`config.mk`:
```
export PLATFORM = sky130hd
export DESIGN_NAME = rf_access_ctrl_flat
export DESIGN_NICKNAME = d
export VERILOG_FILES = /design/src/rtl/rf_access_ctrl_if.sv /design/src/rtl/rf_access_ctrl.sv /design/src/flat_wrapper.sv
export SDC_FILE = /design/constraint.sdc
export NUM_CORES = 1
export LEC_CHECK = 0
export CELL_PAD_IN_SITES_DETAIL_PLACEMENT = 1
export CELL_PAD_IN_SITES_GLOBAL_PLACEMENT = 2
export CORE_ASPECT_RATIO = 1.75
export CORE_UTILIZATION = 33
export CTS_BUF_LIST = sky130_fd_sc_hd__clkbuf_4
export DETAILED_ROUTE_END_ITERATION = 6
export PLACE_DENSITY_LB_ADDON = 0.25
export SYNTH_ARGS = -nofsm -noshare
export SYNTH_HDL_FRONTEND = slang
export SYNTH_SLANG_ARGS = --single-unit
export TNS_END_PERCENT = 50
```
`constraint.sdc`:
```
create_clock -name CLK -period 5.4 [get_ports CLK]
set_input_delay 1.08 -clock CLK [delete_from_list [all_inputs] [get_ports CLK]]
set_output_delay 1.08 -clock CLK [all_outputs]
set_load 0.01 [all_outputs]
```
`src/rtl/rf_access_ctrl_if.sv`:
```
// rf_access_ctrl_if: read, operand, writeback and register-file strobes of rf_access_ctrl.
// slave is the controller's view, master the surrounding pipeline and register file.
interface rf_access_ctrl_if #(
  parameter int DATA_W_BITS = 32,
  parameter int ADDR_BITS   = 5
);
  logic                   RD_VALID;
  logic                   RD_READY;
  logic [ADDR_BITS-1:0]   RD_ADDR1;
  logic [ADDR_BITS-1:0]   RD_ADDR2;
  logic                   OP_VALID;
  logic                   OP_READY;
  logic [DATA_W_BITS-1:0] OP_DATA1;
  logic [DATA_W_BITS-1:0] OP_DATA2;
  logic                   WB_VALID;
  logic                   WB_READY;
  logic [ADDR_BITS-1:0]   WB_ADDR;
  logic [DATA_W_BITS-1:0] WB_DATA;
  logic                   RF_READ;
  logic                   RF_WRITE;
  logic [ADDR_BITS-1:0]   RF_ADDR_R1;
  logic [ADDR_BITS-1:0]   RF_ADDR_R2;
  logic [ADDR_BITS-1:0]   RF_ADDR_W;
  logic [DATA_W_BITS-1:0] RF_DATA_W;
  logic [DATA_W_BITS-1:0] RF_DATA_R1;
  logic [DATA_W_BITS-1:0] RF_DATA_R2;

  modport slave (
    input  RD_VALID, RD_ADDR1, RD_ADDR2,
    input  OP_READY,
    input  WB_VALID, WB_ADDR, WB_DATA,
    input  RF_DATA_R1, RF_DATA_R2,
    output RD_READY,
    output OP_VALID, OP_DATA1, OP_DATA2,
    output WB_READY,
    output RF_READ, RF_WRITE,
    output RF_ADDR_R1, RF_ADDR_R2,
    output RF_ADDR_W, RF_DATA_W
  );

  modport master (
    output RD_VALID, RD_ADDR1, RD_ADDR2,
    output OP_READY,
    output WB_VALID, WB_ADDR, WB_DATA,
    output RF_DATA_R1, RF_DATA_R2,
    input  RD_READY,
    input  OP_VALID, OP_DATA1, OP_DATA2,
    input  WB_READY,
    input  RF_READ, RF_WRITE,
    input  RF_ADDR_R1, RF_ADDR_R2,
    input  RF_ADDR_W, RF_DATA_W
  );
endinterface

```
`src/rtl/rf_access_ctrl.sv`:
```
// rf_access_ctrl: arbitrates operand reads and queued writebacks onto the register file.
// Define RF_WB_BYPASS_EN to forward queued writebacks into reads instead of stalling them.
module rf_access_ctrl #(
  parameter int WQ_DEPTH    = 2,
  parameter int DATA_W_BITS = 32,
  parameter int ADDR_BITS   = 5
) (
  input logic             CLK,
  input logic             RST,
  rf_access_ctrl_if.slave bus
);
  localparam int PW = (WQ_DEPTH > 1) ? $clog2(WQ_DEPTH) : 1;
  localparam int CW = PW + 1;

  typedef enum logic [1:0] {
    IDLE,
    RD_ISSUE,
    RD_HOLD,
    WR_ISSUE
  } state_t;

  state_t state, state_nx;

  logic [ADDR_BITS-1:0]   q_addr [WQ_DEPTH];
  logic [DATA_W_BITS-1:0] q_data [WQ_DEPTH];
  logic [PW-1:0]          slot   [WQ_DEPTH];
  logic [PW-1:0]          wr_ptr, rd_ptr;
  logic [CW-1:0]          count;
  logic [WQ_DEPTH-1:0]    live, hit1, hit2;

  logic [ADDR_BITS-1:0]   addr1_q, addr2_q;
  logic [ADDR_BITS-1:0]   cmp1, cmp2;
  logic [DATA_W_BITS-1:0] op1_q, op2_q;
  logic [DATA_W_BITS-1:0] rd1, rd2;
  logic                   op_valid_q;

  logic q_full, q_empty;
  logic rd_ok, rd_ready, rd_fire;
  logic enq, deq;

  assign q_full   = (count == CW'(WQ_DEPTH));
  assign q_empty  = (count == '0);
  assign enq      = bus.WB_VALID && !q_full
                 && (bus.WB_ADDR != '0);
  assign deq      = (state == WR_ISSUE);
  assign rd_ready = (state == IDLE) && !q_full && rd_ok;
  assign rd_fire  = bus.RD_VALID && rd_ready;

  // Slot k holds the k-th oldest entry; higher k is newer.
  always_comb begin
    for (int k = 0; k < WQ_DEPTH; k++) begin
      slot[k] = rd_ptr + PW'(k);
      live[k] = (CW'(k) < count);
    end
  end

`ifdef RF_WB_BYPASS_EN
  assign cmp1 = addr1_q;
  assign cmp2 = addr2_q;
`else
  assign cmp1 = bus.RD_ADDR1;
  assign cmp2 = bus.RD_ADDR2;
`endif

  always_comb begin
    for (int k = 0; k < WQ_DEPTH; k++) begin
      hit1[k] = live[k] && (cmp1 != '0)
             && (q_addr[slot[k]] == cmp1);
      hit2[k] = live[k] && (cmp2 != '0)
             && (q_addr[slot[k]] == cmp2);
    end
  end

`ifdef RF_WB_BYPASS_EN
  assign rd_ok = 1'b1;

  always_comb begin
    rd1 = bus.RF_DATA_R1;
    rd2 = bus.RF_DATA_R2;
    for (int k = 0; k < WQ_DEPTH; k++) begin
      if (hit1[k]) rd1 = q_data[slot[k]];
      if (hit2[k]) rd2 = q_data[slot[k]];
    end
  end
`else
  assign rd_ok = !(|hit1) && !(|hit2);
  assign rd1   = bus.RF_DATA_R1;
  assign rd2   = bus.RF_DATA_R2;
`endif

  always_ff @(posedge CLK or negedge RST) begin
    if (!RST) state <= IDLE;
    else      state <= state_nx;
  end

  always_comb begin
    state_nx = state;
    unique case (state)
      IDLE: begin
        if (q_full)        state_nx = WR_ISSUE;
        else if (rd_fire)  state_nx = RD_ISSUE;
        else if (!q_empty) state_nx = WR_ISSUE;
      end
      RD_ISSUE: state_nx = RD_HOLD;
      RD_HOLD:  if (bus.OP_READY) state_nx = IDLE;
      WR_ISSUE: state_nx = IDLE;
      default:  state_nx = IDLE;
    endcase
  end

  always_comb begin
    bus.RD_READY   = rd_ready;
    bus.WB_READY   = !q_full;
    bus.OP_VALID   = op_valid_q;
    bus.OP_DATA1   = op1_q;
    bus.OP_DATA2   = op2_q;
    bus.RF_READ    = 1'b0;
    bus.RF_WRITE   = 1'b0;
    bus.RF_ADDR_R1 = '0;
    bus.RF_ADDR_R2 = '0;
    bus.RF_ADDR_W  = '0;
    bus.RF_DATA_W  = '0;
    unique case (1'b1)
      (state == RD_ISSUE): begin
        bus.RF_READ    = 1'b1;
        bus.RF_ADDR_R1 = addr1_q;
        bus.RF_ADDR_R2 = addr2_q;
      end
      (state == WR_ISSUE): begin
        bus.RF_WRITE  = 1'b1;
        bus.RF_ADDR_W = q_addr[rd_ptr];
        bus.RF_DATA_W = q_data[rd_ptr];
      end
      default: ;
    endcase
  end

  always_ff @(posedge CLK or negedge RST) begin
    if (!RST) begin
      wr_ptr <= '0;
      rd_ptr <= '0;
      count  <= '0;
      for (int k = 0; k < WQ_DEPTH; k++) begin
        q_addr[k] <= '0;
        q_data[k] <= '0;
      end
    end else begin
      if (enq) begin
        q_addr[wr_ptr] <= bus.WB_ADDR;
        q_data[wr_ptr] <= bus.WB_DATA;
        wr_ptr         <= wr_ptr + PW'(1);
      end
      if (deq) rd_ptr <= rd_ptr + PW'(1);
      if (enq && !deq)      count <= count + CW'(1);
      else if (deq && !enq) count <= count - CW'(1);
    end
  end

  always_ff @(posedge CLK or negedge RST) begin
    if (!RST) begin
      addr1_q    <= '0;
      addr2_q    <= '0;
      op1_q      <= '0;
      op2_q      <= '0;
      op_valid_q <= 1'b0;
    end else begin
      if (rd_fire) begin
        addr1_q <= bus.RD_ADDR1;
        addr2_q <= bus.RD_ADDR2;
      end
      if (state == RD_ISSUE) begin
        op1_q      <= rd1;
        op2_q      <= rd2;
        op_valid_q <= 1'b1;
      end else if (state == RD_HOLD && bus.OP_READY) begin
        op_valid_q <= 1'b0;
      end
    end
  end
endmodule

```
`src/flat_wrapper.sv`:
```
// flat-port wrapper written by rule: the top's interface ports become plain ports
module rf_access_ctrl_flat 
#(
  parameter int WQ_DEPTH    = 2,
  parameter int DATA_W_BITS = 32,
  parameter int ADDR_BITS   = 5
)
  (CLK, RST, bus_RD_VALID, bus_RD_ADDR1, bus_RD_ADDR2, bus_OP_READY, bus_WB_VALID, bus_WB_ADDR, bus_WB_DATA, bus_RF_DATA_R1, bus_RF_DATA_R2, bus_RD_READY, bus_OP_VALID, bus_OP_DATA1, bus_OP_DATA2, bus_WB_READY, bus_RF_READ, bus_RF_WRITE, bus_RF_ADDR_R1, bus_RF_ADDR_R2, bus_RF_ADDR_W, bus_RF_DATA_W);
  rf_access_ctrl_if #(.DATA_W_BITS(DATA_W_BITS), .ADDR_BITS(ADDR_BITS)) bus_i ();
  input logic CLK;
  input logic RST;
  input wire logic [$bits(bus_i.RD_VALID)-1:0] bus_RD_VALID;
  input wire logic [$bits(bus_i.RD_ADDR1)-1:0] bus_RD_ADDR1;
  input wire logic [$bits(bus_i.RD_ADDR2)-1:0] bus_RD_ADDR2;
  input wire logic [$bits(bus_i.OP_READY)-1:0] bus_OP_READY;
  input wire logic [$bits(bus_i.WB_VALID)-1:0] bus_WB_VALID;
  input wire logic [$bits(bus_i.WB_ADDR)-1:0] bus_WB_ADDR;
  input wire logic [$bits(bus_i.WB_DATA)-1:0] bus_WB_DATA;
  input wire logic [$bits(bus_i.RF_DATA_R1)-1:0] bus_RF_DATA_R1;
  input wire logic [$bits(bus_i.RF_DATA_R2)-1:0] bus_RF_DATA_R2;
  output wire logic [$bits(bus_i.RD_READY)-1:0] bus_RD_READY;
  output wire logic [$bits(bus_i.OP_VALID)-1:0] bus_OP_VALID;
  output wire logic [$bits(bus_i.OP_DATA1)-1:0] bus_OP_DATA1;
  output wire logic [$bits(bus_i.OP_DATA2)-1:0] bus_OP_DATA2;
  output wire logic [$bits(bus_i.WB_READY)-1:0] bus_WB_READY;
  output wire logic [$bits(bus_i.RF_READ)-1:0] bus_RF_READ;
  output wire logic [$bits(bus_i.RF_WRITE)-1:0] bus_RF_WRITE;
  output wire logic [$bits(bus_i.RF_ADDR_R1)-1:0] bus_RF_ADDR_R1;
  output wire logic [$bits(bus_i.RF_ADDR_R2)-1:0] bus_RF_ADDR_R2;
  output wire logic [$bits(bus_i.RF_ADDR_W)-1:0] bus_RF_ADDR_W;
  output wire logic [$bits(bus_i.RF_DATA_W)-1:0] bus_RF_DATA_W;
  assign bus_i.RD_VALID = bus_RD_VALID;
  assign bus_i.RD_ADDR1 = bus_RD_ADDR1;
  assign bus_i.RD_ADDR2 = bus_RD_ADDR2;
  assign bus_i.OP_READY = bus_OP_READY;
  assign bus_i.WB_VALID = bus_WB_VALID;
  assign bus_i.WB_ADDR = bus_WB_ADDR;
  assign bus_i.WB_DATA = bus_WB_DATA;
  assign bus_i.RF_DATA_R1 = bus_RF_DATA_R1;
  assign bus_i.RF_DATA_R2 = bus_RF_DATA_R2;
  assign bus_RD_READY = bus_i.RD_READY;
  assign bus_OP_VALID = bus_i.OP_VALID;
  assign bus_OP_DATA1 = bus_i.OP_DATA1;
  assign bus_OP_DATA2 = bus_i.OP_DATA2;
  assign bus_WB_READY = bus_i.WB_READY;
  assign bus_RF_READ = bus_i.RF_READ;
  assign bus_RF_WRITE = bus_i.RF_WRITE;
  assign bus_RF_ADDR_R1 = bus_i.RF_ADDR_R1;
  assign bus_RF_ADDR_R2 = bus_i.RF_ADDR_R2;
  assign bus_RF_ADDR_W = bus_i.RF_ADDR_W;
  assign bus_RF_DATA_W = bus_i.RF_DATA_W;
  rf_access_ctrl #(.WQ_DEPTH(WQ_DEPTH), .DATA_W_BITS(DATA_W_BITS), .ADDR_BITS(ADDR_BITS)) u_core (.CLK(CLK), .RST(RST), .bus(bus_i));
endmodule
```
io_placement.png
Scale: 2 px per um. Pins as bars across the die edge, other pins in grey.
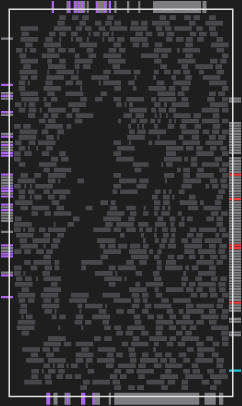
| colour | port | pins | direction | edge |
|---|---|---|---|---|
| cyan | RST | 1 | input | right |
| purple | bus_WB_DATA | 32 | input | 18 left, 8 top, 6 bottom |
| red | bus_RD_ADDR1 | 5 | input | right |
all pins by edge: 76 right, 68 bottom, 48 top, 40 left

io_fan.png
Scale: 2 px per um.
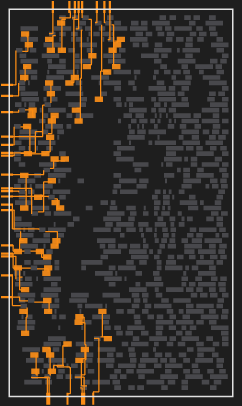
| colour | port | bits | direction | end cells | buffers | wire |
|---|---|---|---|---|---|---|
| orange | bus_WB_DATA | 32 | input | 64 | 32 | 1020 um |

wires.png
Scale: 2 px per um.
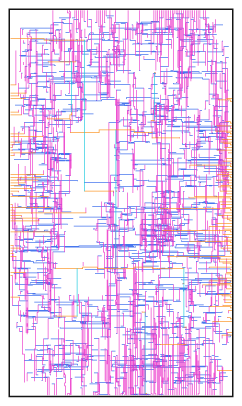
| colour | layer | wire length |
|---|---|---|
| cyan | metal 4 | 288 um |
| orange | metal 3 | 1060 um |
| magenta | metal 2 | 10500 um |
| blue | metal 1 | 6520 um |

==> results.sh <==
# yosys + openroad results
export IMPL_cts_post_setup_buffers_inserted=0
export IMPL_dominantRegCellSynth="sky130_fd_sc_hd__dfrtp_1"
export IMPL_violations="design-rule violations"
export IMPL_type_of_element_capturing_the_critical_path="primary output"
export IMPL_setup_worst_path_start_class="primary input"
export IMPL_final_cell_area_mm2=0.009682
export IMPL_cts_inserted_buffers=17
export IMPL_min_from="u_core.q_data[32]"
export IMPL_cp_cell_sequence="clkdlybuf4s50_1, nor4_1, nor3_1, a21oi_1, nor3_1, a41oi_2, and3_1, clkdlybuf4s50_1"
export IMPL_path_delay_family="buffers and inverters"
export IMPL_skew_ns=0.01370
export IMPL_powerDensity_mw_per_mm2=569.3
export IMPL_regArea_mm2=0.003880
export IMPL_ys_top_cells_by_count="155 x sky130_fd_sc_hd__dfrtp_1, 125 x sky130_fd_sc_hd__mux2_2, 40 x sky130_fd_sc_hd__nor2_1"
export IMPL_drtAntennaViolNets=0
export IMPL_dpl_cell_area_mm2=0.009414
export IMPL_setup_worst_path_start="bus_RD_ADDR2[1]"
export IMPL_use_met2_pct=35.12
export IMPL_peakVddDrop_mv=0.2271
export IMPL_grt_first_pass_wirelength_um=29160
export IMPL_min_period_ns=4.441
export IMPL_finish_net_count=838
export IMPL_yosys_area_share_simple_pct=4.918
export IMPL_reg2regPathDepth=6
export IMPL_largest_net_degree_at_the_start_of_global_routing=105
export IMPL_post_route_hold_slack_ns=0.5014
export IMPL_detail_route_wl_per_cell_um=18.73
export IMPL_finalHoldViolations=0
export IMPL_comb_power_share_pct=49.4
export IMPL_min_delay_path_class="reg -> reg"
export IMPL_worstMarginPinSlew_ns=1.035
export IMPL_final_layout_top_logic_cell="sky130_fd_sc_hd__clkdlybuf4s50_1"
export IMPL_result_of_the_run="complete, but fails checks"
export IMPL_flow_area_growth_from_synthesis_pct=40.95
export IMPL_final_setup_worst_slack_ns=0.9591
export IMPL_netlist_top_cells_area="sky130_fd_sc_hd__dfrtp_1 56%, sky130_fd_sc_hd__mux2_2 20%, sky130_fd_sc_hd__mux2i_1 5.2%, sky130_fd_sc_hd__mux2_1 2.5%, sky130_fd_sc_hd__mux2_4 2.2%"
export IMPL_reg2reg_to="u_core.addr2_q[2]"
export IMPL_die_w_um=111.1
export IMPL_htree_num_levels=4
export IMPL_remaining_drc_errors=38
export IMPL_ctsLongestPathBuffers=2
export IMPL_setup_viol=0
export IMPL_synth_cell_area_mm2=0.006869
export IMPL_worst_endpoint_arrival_ns=3.36
export IMPL_post_synth_xor_area_fraction_pct=2.678
export IMPL_openroad_warnings=30
export IMPL_rows=69
export IMPL_final_max_slew_viol_count=0
export IMPL_groute_layer_met3_usage_pct=4.334
export IMPL_post_synth_mux_area_share_pct=31.51
==> power by group through the flow <==
stage	clock network, mW	logic [mW]	registers, mW
CTS	0.721	2.78	2.12
floorplan	0	1.54	2.16
global placement	0	2.70	2.09
finish	0.679	2.72	2.11
global route	0.762	2.93	2.19
detailed placement	0	2.77	2.15
==> cell type report <==
| type | count | area share [%] |
|---|---|---|
| sequential | 155 | 40.07 |
| multi-input combinational | 298 | 29.25 |
| timing repair buffer | 237 | 24.36 |
| tap | 248 | 3.205 |
| clock buffer | 18 | 1.396 |
| clock inverter | 14 | 1.318 |
| inverter | 9 | 0.3489 |
| antenna | 2 | 0.05169 |
==> routing by layer <==
layer  vias to the layer above  routed length [um]
met1                      2397                6516
li1                       2158                   -
met2                       138               10500
met4                         0                 287
met5                         -                   0
met3                        17                1064
Power is estimated from default activity; no workload was simulated.
